**config.mk**
```make
export PLATFORM = sky130hd
export DESIGN_NAME = shift_sequencer
export DESIGN_NICKNAME = d
export VERILOG_FILES = /design/src/rtl/shift_sequencer.sv
export SDC_FILE = /design/constraint.sdc
export NUM_CORES = 1
export LEC_CHECK = 0
export CORE_MARGIN = 8
export CORE_UTILIZATION = 35
export DETAILED_ROUTE_END_ITERATION = 7
export REMOVE_ABC_BUFFERS = 1
export SLEW_MARGIN = 30
export SYNTH_ARGS = -nofsm -noshare
export SYNTH_HDL_FRONTEND = slang
export SYNTH_SLANG_ARGS = --single-unit
```
**constraint.sdc**
```tcl
create_clock -name i_clk -period 2.4 [get_ports i_clk]
set_input_delay 0.48 -clock i_clk [delete_from_list [all_inputs] [get_ports i_clk]]
set_output_delay 0.48 -clock i_clk [all_outputs]
set_load 0.01 [all_outputs]
```
**src/rtl/shift_sequencer.sv**
```systemverilog
// Multi-cycle arithmetic shifter: accepts one request, shifts one bit per clock,
// and reports the result with a single-cycle done pulse.
//   state   | meaning
//   IDLE    | ready for a request
//   SHIFT   | shifting one bit per cycle, counter running down
//   DONE    | result valid in o_d_out, one-cycle pulse
module shift_sequencer #(
    parameter int WIDTH = 32,
    parameter int AMT_W = 6
) (
    input  logic             i_clk,
    input  logic             i_rst,
    input  logic             i_start,
    input  logic             i_abort,
    input  logic             i_sh_dir,
    input  logic [AMT_W-1:0] i_sh_amt,
    input  logic [WIDTH-1:0] i_d_in,
    output logic             o_ready,
    output logic             o_busy,
    output logic             o_done,
    output logic [WIDTH-1:0] o_d_out
);

    localparam int CNT_W = $clog2(WIDTH + 1);

    localparam logic [1:0] S_IDLE  = 2'd0;
    localparam logic [1:0] S_SHIFT = 2'd1;
    localparam logic [1:0] S_DONE  = 2'd2;

    logic [1:0]       r_state;
    logic [WIDTH-1:0] r_work;
    logic             r_dir;
    logic [CNT_W-1:0] r_cnt;
    logic [WIDTH-1:0] r_d_out;

    logic [WIDTH-1:0] w_shifted;
    logic [CNT_W-1:0] w_cnt_load;

    assign w_shifted = r_dir ? {r_work[WIDTH-2:0], 1'b0}
                             : {r_work[WIDTH-1], r_work[WIDTH-1:1]};

    // Amounts at or beyond the data width saturate; the result is then all
    // sign bits (right) or all zeros (left) after WIDTH single-bit steps.
    always_comb begin
        w_cnt_load = CNT_W'(WIDTH);
        if (32'(i_sh_amt) < WIDTH)
            w_cnt_load = CNT_W'(i_sh_amt);
    end

    always_ff @(posedge i_clk or posedge i_rst) begin
        if (i_rst) begin
            r_state <= S_IDLE;
            r_work  <= '0;
            r_dir   <= 1'b0;
            r_cnt   <= '0;
            r_d_out <= '0;
        end else begin
            case (r_state)
                S_IDLE: begin
                    if (i_start) begin
                        r_work <= i_d_in;
                        r_dir  <= i_sh_dir;
                        r_cnt  <= w_cnt_load;
                        if (w_cnt_load == '0) begin
                            r_d_out <= i_d_in;
                            r_state <= S_DONE;
                        end else begin
                            r_state <= S_SHIFT;
                        end
                    end
                end
                S_SHIFT: begin
                    if (i_abort) begin
                        r_cnt   <= '0;
                        r_state <= S_IDLE;
                    end else begin
                        r_work <= w_shifted;
                        r_cnt  <= r_cnt - CNT_W'(1);
                        if (r_cnt == CNT_W'(1)) begin
                            r_d_out <= w_shifted;
                            r_state <= S_DONE;
                        end
                    end
                end
                S_DONE:  r_state <= S_IDLE;
                default: r_state <= S_IDLE;
            endcase
        end
    end

    assign o_ready = (r_state == S_IDLE);
    assign o_busy  = (r_state == S_SHIFT);
    assign o_done  = (r_state == S_DONE);
    assign o_d_out = r_d_out;

endmodule

```
Metal 1:
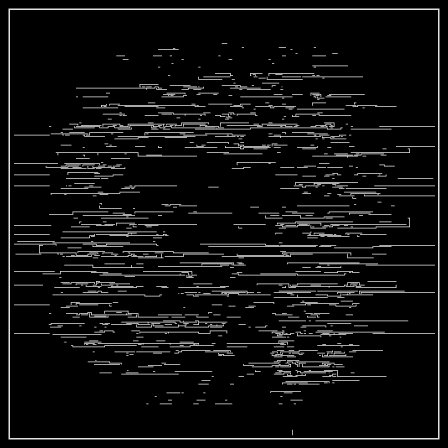
- nets with wire on the layer: 441
- main direction: horizontal
- wire length on this layer: 4100 um
- share of all routed wire: 50%

==> impl_metrics.env <==
# implementation run metrics
export IMPL_antenna_found_initial=0
export IMPL_dieArea_um2=13810
export IMPL_hold_ws_ns=0.4391
export IMPL_htreeDepth=3
export IMPL_final_core_util=0.4694
export IMPL_maxSlewViolCount=0
export IMPL_drive_above_1_share=0.07743
export IMPL_rr_startpoint="r_state[0]"
export IMPL_hold_class="input pin to asynchronous set/reset pin"
export IMPL_dp_hpwl_mm=5.782
export IMPL_fin_nets=493
export IMPL_avgSynthCellArea_um2=9.693
export IMPL_top_cells_by_count="73 x dfrtp_1, 63 x mux2i_1, 41 x o21ai_0, 40 x nor2_1, 37 x inv_1"
export IMPL_first_pass_iters=4
export IMPL_ant_nets=0
export IMPL_cp_start_kind="input pin"
export IMPL_syn_cell_area_um2=3606
export IMPL_status="finished clean"
export IMPL_irDropWorstVdd_v=0.0005829
export IMPL_drc=0
export IMPL_path_clk_slew_ns=0.08
export IMPL_critical_path_class="input pin to register"
export IMPL_setup_violations=0
export IMPL_portBuffers=77
export IMPL_async_reset_ff_frac=1.000
export IMPL_ys_types=28
export IMPL_grt_usage=0.1214
export IMPL_drtIter0Drc=76
export IMPL_cts_buffers=9
export IMPL_area_growth_synth_to_final_pct=32.58
export IMPL_netlist_instances=372
export IMPL_regArea_um2=1828
export IMPL_power_density_nw_per_um2=1234
export IMPL_rsz0062_at_grt="no"
export IMPL_worst_pin_slew_ns=0.6236
export IMPL_setup_slack_ns=0.08620
export IMPL_leakage_nw=2.098
export IMPL_arrival_ns=2.57
export IMPL_r2r_slack_ns=0.58
export IMPL_yosysCellCount=372
export IMPL_largest_area_cell="dfrtp_1"
export IMPL_io_pins=78
export IMPL_clock_fmax_ghz=0.4322
export IMPL_diodes=0
export IMPL_reg2reg_to="o_d_out[4]"
export IMPL_relSlewSlack=0.5843
export IMPL_comb_area_um2=1508
export IMPL_total_power_mw=5.902
The metal 2 layer:
The bar under the picture is 20 um long. Cells faint in the background.
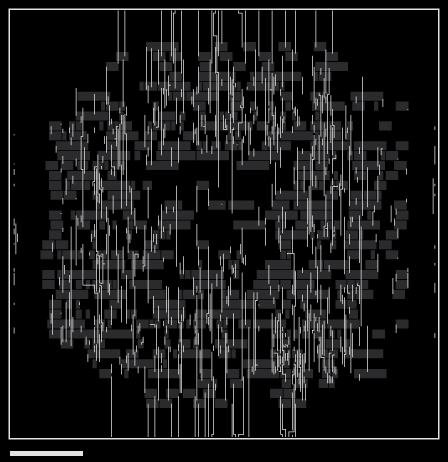
- wire length on this layer: 3670 um
- main direction: vertical
- nets with wire on the layer: 400
- longest straight run: 38.1 um
- share of all routed wire: 45%
vias: 2757
Post-Route WL: 8.185 mm
met2 usage: 0.1954

==> worst max-delay path by stage <==
stage	startpoint	endpoint	slack [ns]	depth (start not counted)
global route	i_sh_amt[4]	o_d_out[24]	0.02	6
detailed placement	i_sh_amt[4]	o_d_out[24]	-0.29	6
CTS	i_sh_amt[4]	o_d_out[4]	0.08	6
finish	i_sh_amt[4]	o_d_out[4]	0.09	6
global placement	i_sh_amt[4]	o_d_out[6]	-0.23	6
floorplan	i_sh_amt[4]	o_d_out[0]	-0.21	4
==> routing by layer <==
layer	global-route usage	vias up	wire length, um
met5	0	-	0
met4	0.03122	0	54
met3	0.03645	5	360
met2	0.1954	57	3668
met1	0.1553	1307	4102
li1	-	1388	-
==> layout by cell type (no fill, tap or decap), types with 2 or more instances in the layout <==
master	count
mux2i_1	63
o21ai_0	41
bufinv_16	3
a32oi_1	3
or4_4	2
inv_1	36
a22oi_1	2
clkbuf_8	9
nor2b_1	2
clkdlybuf4s50_1	77
buf_12	4
clkinv_2	3
buf_4	7
nand2b_1	2
a21oi_1	35
ha_1	2
nor2_1	40
nand2_1	34
nor3_1	2
dfrtp_1	72
==> cell type report <==
| cell class | count | area share |
|---|---|---|
| Timing Repair Buffer | 88 | 0.1890 |
| Sequential cell | 73 | 0.3824 |
| Multi-Input combinational cell | 239 | 0.3154 |
| Inverter | 37 | 0.02931 |
| Clock buffer | 9 | 0.02591 |
| Clock inverter | 6 | 0.02251 |
| Tap cell | 136 | 0.03559 |
==> flip-flops by register name (all words and copies together) (netlist names) <==
| name | cells |
|---|---|
| r_cnt | 6 |
| o_d_out | 32 |
| r_work | 32 |
| r_dir | 1 |
| r_state | 2 |
==> critical path, stage by stage <==
cell and delay [ns]:
clkdlybuf4s50_1 0.42, or4_4 0.54, or4_4 0.44, a21oi_4 0.23, buf_12 0.22, mux2i_1 0.21
==> kinds of logic (layout without fill, tap and decap cells) <==
kind of cell / count (synthesis) / in the layout / share of synthesized area
buffers and inverters: 60 / 140 / 0.07633
multiplexers: 64 / 64 / 0.1780
AND/OR/NAND/NOR: 87 / 87 / 0.1027
adder cells (fa/ha/maj): 2 / 2 / 0.006939
flip-flops: 73 / 73 / 0.5066
AND-OR/OR-AND: 86 / 86 / 0.1294
==> metrics by stage <==
| step | instances | area [um^2] |
|---|---|---|
| floorplan | 349 | 3470 |
| global placement | 573 | 4549 |
| detailed placement | 573 | 4549 |
| CTS | 588 | 4781 |
| global route | 588 | 4781 |
| finish | 588 | 4781 |
==> power by group <==
part / switching, mW / internal, mW / total, mW
Clock: 0.456 / 0.682 / 1.14
Sequential: 0.404 / 1.81 / 2.22
Combinational: 1.29 / 1.26 / 2.55
Power and IR drop assume default switching activity.
